==> config.mk <==
export PLATFORM = sky130hd
export DESIGN_NAME = axi_slave_mem
export DESIGN_NICKNAME = d
export VERILOG_FILES = /design/src/rtl/axi_slave_mem.sv
export SDC_FILE = /design/constraint.sdc
export NUM_CORES = 1
export LEC_CHECK = 0
export CORE_UTILIZATION = 30
export CTS_BUF_LIST = sky130_fd_sc_hd__clkbuf_16
export CTS_CLUSTER_SIZE = 16
export DETAILED_ROUTE_END_ITERATION = 6
export PLACE_DENSITY_LB_ADDON = 0.12
export SYNTH_ARGS = -nofsm -noshare
export SYNTH_HDL_FRONTEND = slang
export SYNTH_SLANG_ARGS = --single-unit
==> constraint.sdc <==
create_clock -name ACLK -period 2.8 [get_ports ACLK]
set_clock_uncertainty 0.05 [all_clocks]
set_input_delay 0.7 -clock ACLK [delete_from_list [all_inputs] [get_ports ACLK]]
set_output_delay 0.7 -clock ACLK [all_outputs]
set_load 0.1 [all_outputs]
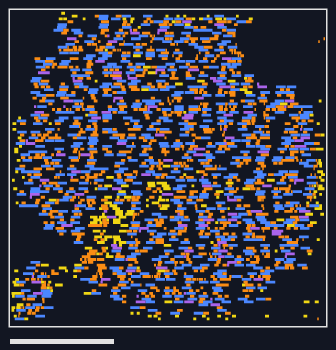
Figure 1: run 1, placement by cell class.
The bar under the picture is 100 um long.
[purple] clock drivers and dummy loads | cells: 129 | share of their area: 7.5%
[orange] remaining logic cells | cells: 1,085 | share of their area: 36%
[blue] registers | cells: 603 | share of their area: 48%
[yellow] remaining buffers and delay cells | cells: 211 | share of their area: 8.2%
placeable core region: 90,100 um^2
number of standard-cell rows in the floorplan: 110
post-layout utilization of the core: 0.364

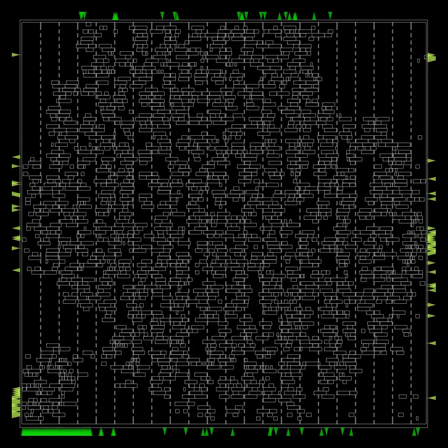
Figure 2: run 1, placed standard cells.
flip-flops: 603
number of standard cells in the final layout excluding fillers: 3,205
Layout fillers: 8,521
register share of the cell area: 0.460

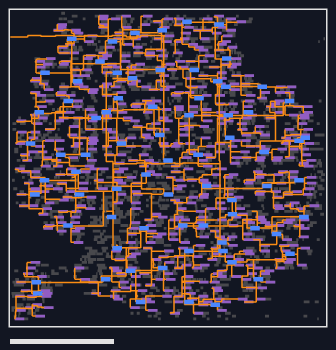
Figure 3: run 1, clock distribution.
The bar under the picture is 100 um long.
[blue] clock-net drivers | count: 74
[purple] flip-flops | count: 603
[orange] clock wires | length: 8,730 um
flops lie: all over the die
worst-skew pair later-pin latency: 0.62 ns
clock network fraction of total power: 0.413

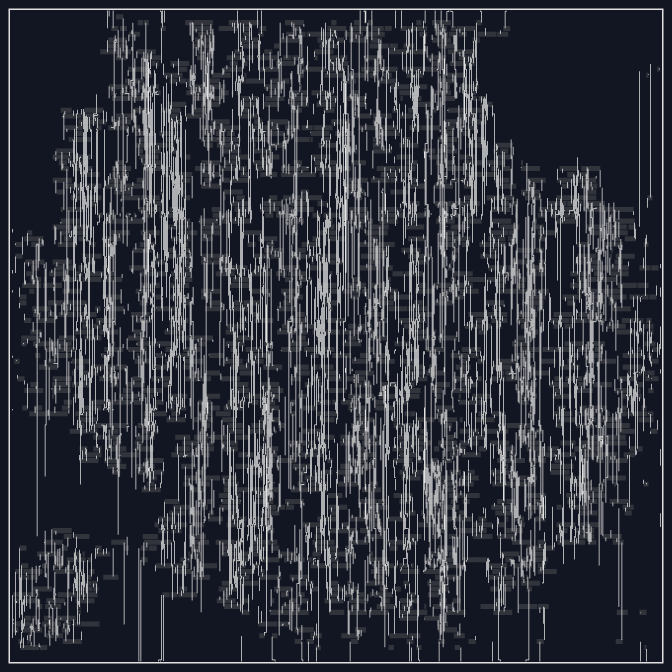
Figure 4: run 1, signal wires on met2.
Cells faint in the background.
longest straight run: 122 um
nets with wire on the layer: 1,865
main direction: vertical
wire length on this layer: 36.4 mm
total vias in the final route: 15,825
met2 GRT Util: 0.276
aggregate routed wire length: 74,500 um

==> results.txt <==
Results of the flow run.

The worst slew slack as a fraction of its limit stands at 0.581. Looking at the clock tree report, the root buffer type is clkbuf_16. The power density of the placed cells stands at 682 nW/um^2.

Before antenna repair, the detailed router went through 5 iterations. The number of antenna violations at the first check in global routing came to 1. For this design, the slowest cell found on the critical path is clkdlybuf4s50_1. The cell total after placement stands at 3,074.

Measured along the y axis, the die boundary spans 304 um. The smallest clock period supported by the final layout is computed as 2.34 ns. Once detail routing completed, the nets flagged for antenna violations numbered 0. The post-synthesis instance area stands at 27,300 um^2. In the hold timing report, the worst path depth is 1. The buffering stage count on the worst path with inverters included stands at 3. According to the hold report, the worst path is of the reg2reg type.

The total of max-cap violations stands at 0. Data on the critical path arrives at its endpoint at 2.77 ns. For reference, the final report shows the hold violation count at 0. The share of the synthesized area in the top cell type stands at 0.550. The final timing summary puts the cycle share of the worst path at 0.837. The average routed wire per standard cell stands at 23.2 um. The post-synth tally of flip-flops with integrated enable stands at 0.

The clock tree buffer depth stands at 3. The instance count on the critical path stands at 7. The timing report gives the biggest stage delay along the critical path as 0.46 ns. The worst-case register-to-register setup slack stands at 0.51 ns. The synthesis report gives the async set-or-reset register share as 1.00. Among the stages of the critical path, the cell type that occurs most often is buf_12. The cell count after synthesis came out at 1,843.

After the last flow step, the layout net total stands at 2,086. The report puts the cell count of the worst reg-to-reg path at 6. STA classifies the critical path endpoint as a flip-flop. The share of the core area taken by cells at floorplan is 0.303. Per the timing report, the achievable frequency comes out to 0.427 GHz. The area growth from synthesis to layout is 20.2%. The largest total area in the synthesized netlist belongs to dfrtp_1. The via count of the first global-routing pass stands at between 15,000 and 20,000. The final RePlAce weighted congestion stands at 0.723. For reference, the critical path cell chain is clkdlybuf4s50_1 > nand3b_1 > buf_12 > mux2i_4 > nand3_2 > buf_12 > mux2_2. The synthesized flop and latch total stands at about 600. The measured slew at the worst slew-check pin stands at between 0.6 and 0.7 ns. The required time at the endpoint of the critical path stands at approximately 3.2 ns. The I/O pin count stands at 160. The synthesis report lists the most area-consuming cells as dfrtp_1 (55%), mux2_2 (15%), mux4_2 (5.1%). The final HPWL from detailed placement stands at 46,400 um. STA classifies the critical path startpoint as an input port. The cell family contributing the most delay on the critical path is buffers and inverters.

The report shows a maximum critical-path fanout of 11. The most common logic cells in the final layout are dfrtp_1 (600), mux2_2 (364), mux2i_1 (136), mux2_1 (112), buf_4 (90). Setup repair after global routing left no endpoint under its margin. The number of gates resized after CTS was 0. The total of endpoints with negative setup slack in the final report stands at 0.

The fraction of layout cells with a size suffix above 1 stands at 0.391. TritonCTS created 74 clock buffers. TritonCTS built the clock tree. The leakage power stands at 0.0162 uW. The tally of OpenROAD warnings stands at 85. The critical path in this run is classified as in2reg. In the synthesis report, Yosys lists the chip area as 27,300 um^2.

The flow ran to the end, and the final reports show no timing, DRC or antenna violations. After the first detailed-routing iteration, the DRC count stood at ~720. The worst VDD IR drop from the latest analysis is 640 uV. The global routing usage summed across all routing layers stands at 0.166.

Entering global routing, the biggest net connects 102 pins. The part of the Yosys area used for sequential elements stands at 0.553. For this run, the leading register cell type out of synthesis is dfrtp_1.

Per the final report, max-transition violations number 0. For reference, the clock transition at the flip-flops on the worst setup and hold paths is 0.06 ns. The floorplan step defined a die boundary enclosing a little over 90,000 um^2. The average cell area after synthesis stands at 14.8 um^2. Per the CTS log, the maximum H-tree level is 3. The x dimension of the die stands at roughly 300 um. Counting the warning lines in the Yosys log gives 0.

In the synthesized netlist, the cells that appear most often are dfrtp_1 (600), mux2_2 (364), mux2i_1 (136). The routed via count divided by cell count stands at a little under 5. Per the GRT congestion report, total overflow comes to 0.

In the routed design, unresolved DRC markers number 0. The count of clock tree sinks stands at about 600. The register with the most flip-flops in the layout has 512 of them. The number of unique standard cell types used by synthesis stands at 42. The buffer_ports step reported a buffer count of 100. The cell count in the Yosys report stands at approximately 1,800. In the post-synthesis netlist, the cell with the most instances is dfrtp_1. The first global-routing pass estimated 115,000 um of wire. The top cell type in the final layout, fill and taps aside, is dfrtp_1.
## run 1: layout make-up
cell class | count | area, um^2
clock inverters | 53 | 437
multi-input cells | 1080 | 11300
diodes | 1 | 2.50
repair buffers | 211 | 2560
fillers | 8521 | 57300
inverters | 5 | 18.8
well taps | 1176 | 1470
clock buffers | 76 | 1900
flip-flops and latches | 603 | 15100
## run 1: metrics by stage
stage / TNS (ns) / worst slack [ns] / hold WS (ns) / power [uW] / cell area (um^2)
6_report: 0 / 0.457 / 0.419 / 22400 / 32800
5_1_grt: 0 / 0.368 / 0.443 / 23300 / 32800
4_1_cts: 0 / 0.469 / 0.413 / 22800 / 32800
3_5_place_dp: -39.57 / -0.178 / 0.406 / 13400 / 30500
3_3_place_gp: -29.87 / -0.171 / 0.402 / 13300 / 30500
2_1_floorplan: 0 / 0.288 / 0.354 / 12000 / 27300
## run 1: where the power goes
part           internal, uW  leakage [uW]  total [uW]  switching [uW]
Clock                  5540       0.00120        9250            3720
Combinational           839       0.00666        3850            3010
Sequential             9020       0.00833        9280             262
## run 1: timing repair
item | in CTS | in global routing
hold buffers | 1 | 0
setup buffers | 0 | 0
setup endpoints to repair | 0 | 0
hold endpoints to repair | 29 | 0
## run 1: routing by layer
layer / up-vias / wire [um] / track usage
li1: 7011 / - / -
met1: 8470 / 34500 / 0.225
met2: 253 / 36400 / 0.276
met3: 91 / 2350 / 0.0241
met4: 0 / 1280 / 0.0429
met5: - / 0 / 0
## run 1: cells by family after synthesis
logic type             Yosys count  share of synthesized area
AND/OR/NAND/NOR                182                     0.0334
other                            1                   0.000137
AND-OR/OR-AND                  137                     0.0335
multiplexers                   758                      0.345
buffers and inverters          162                     0.0350
flip-flops                     603                      0.553
Power figures rest on the tool's default switching activity, not on a simulated workload.
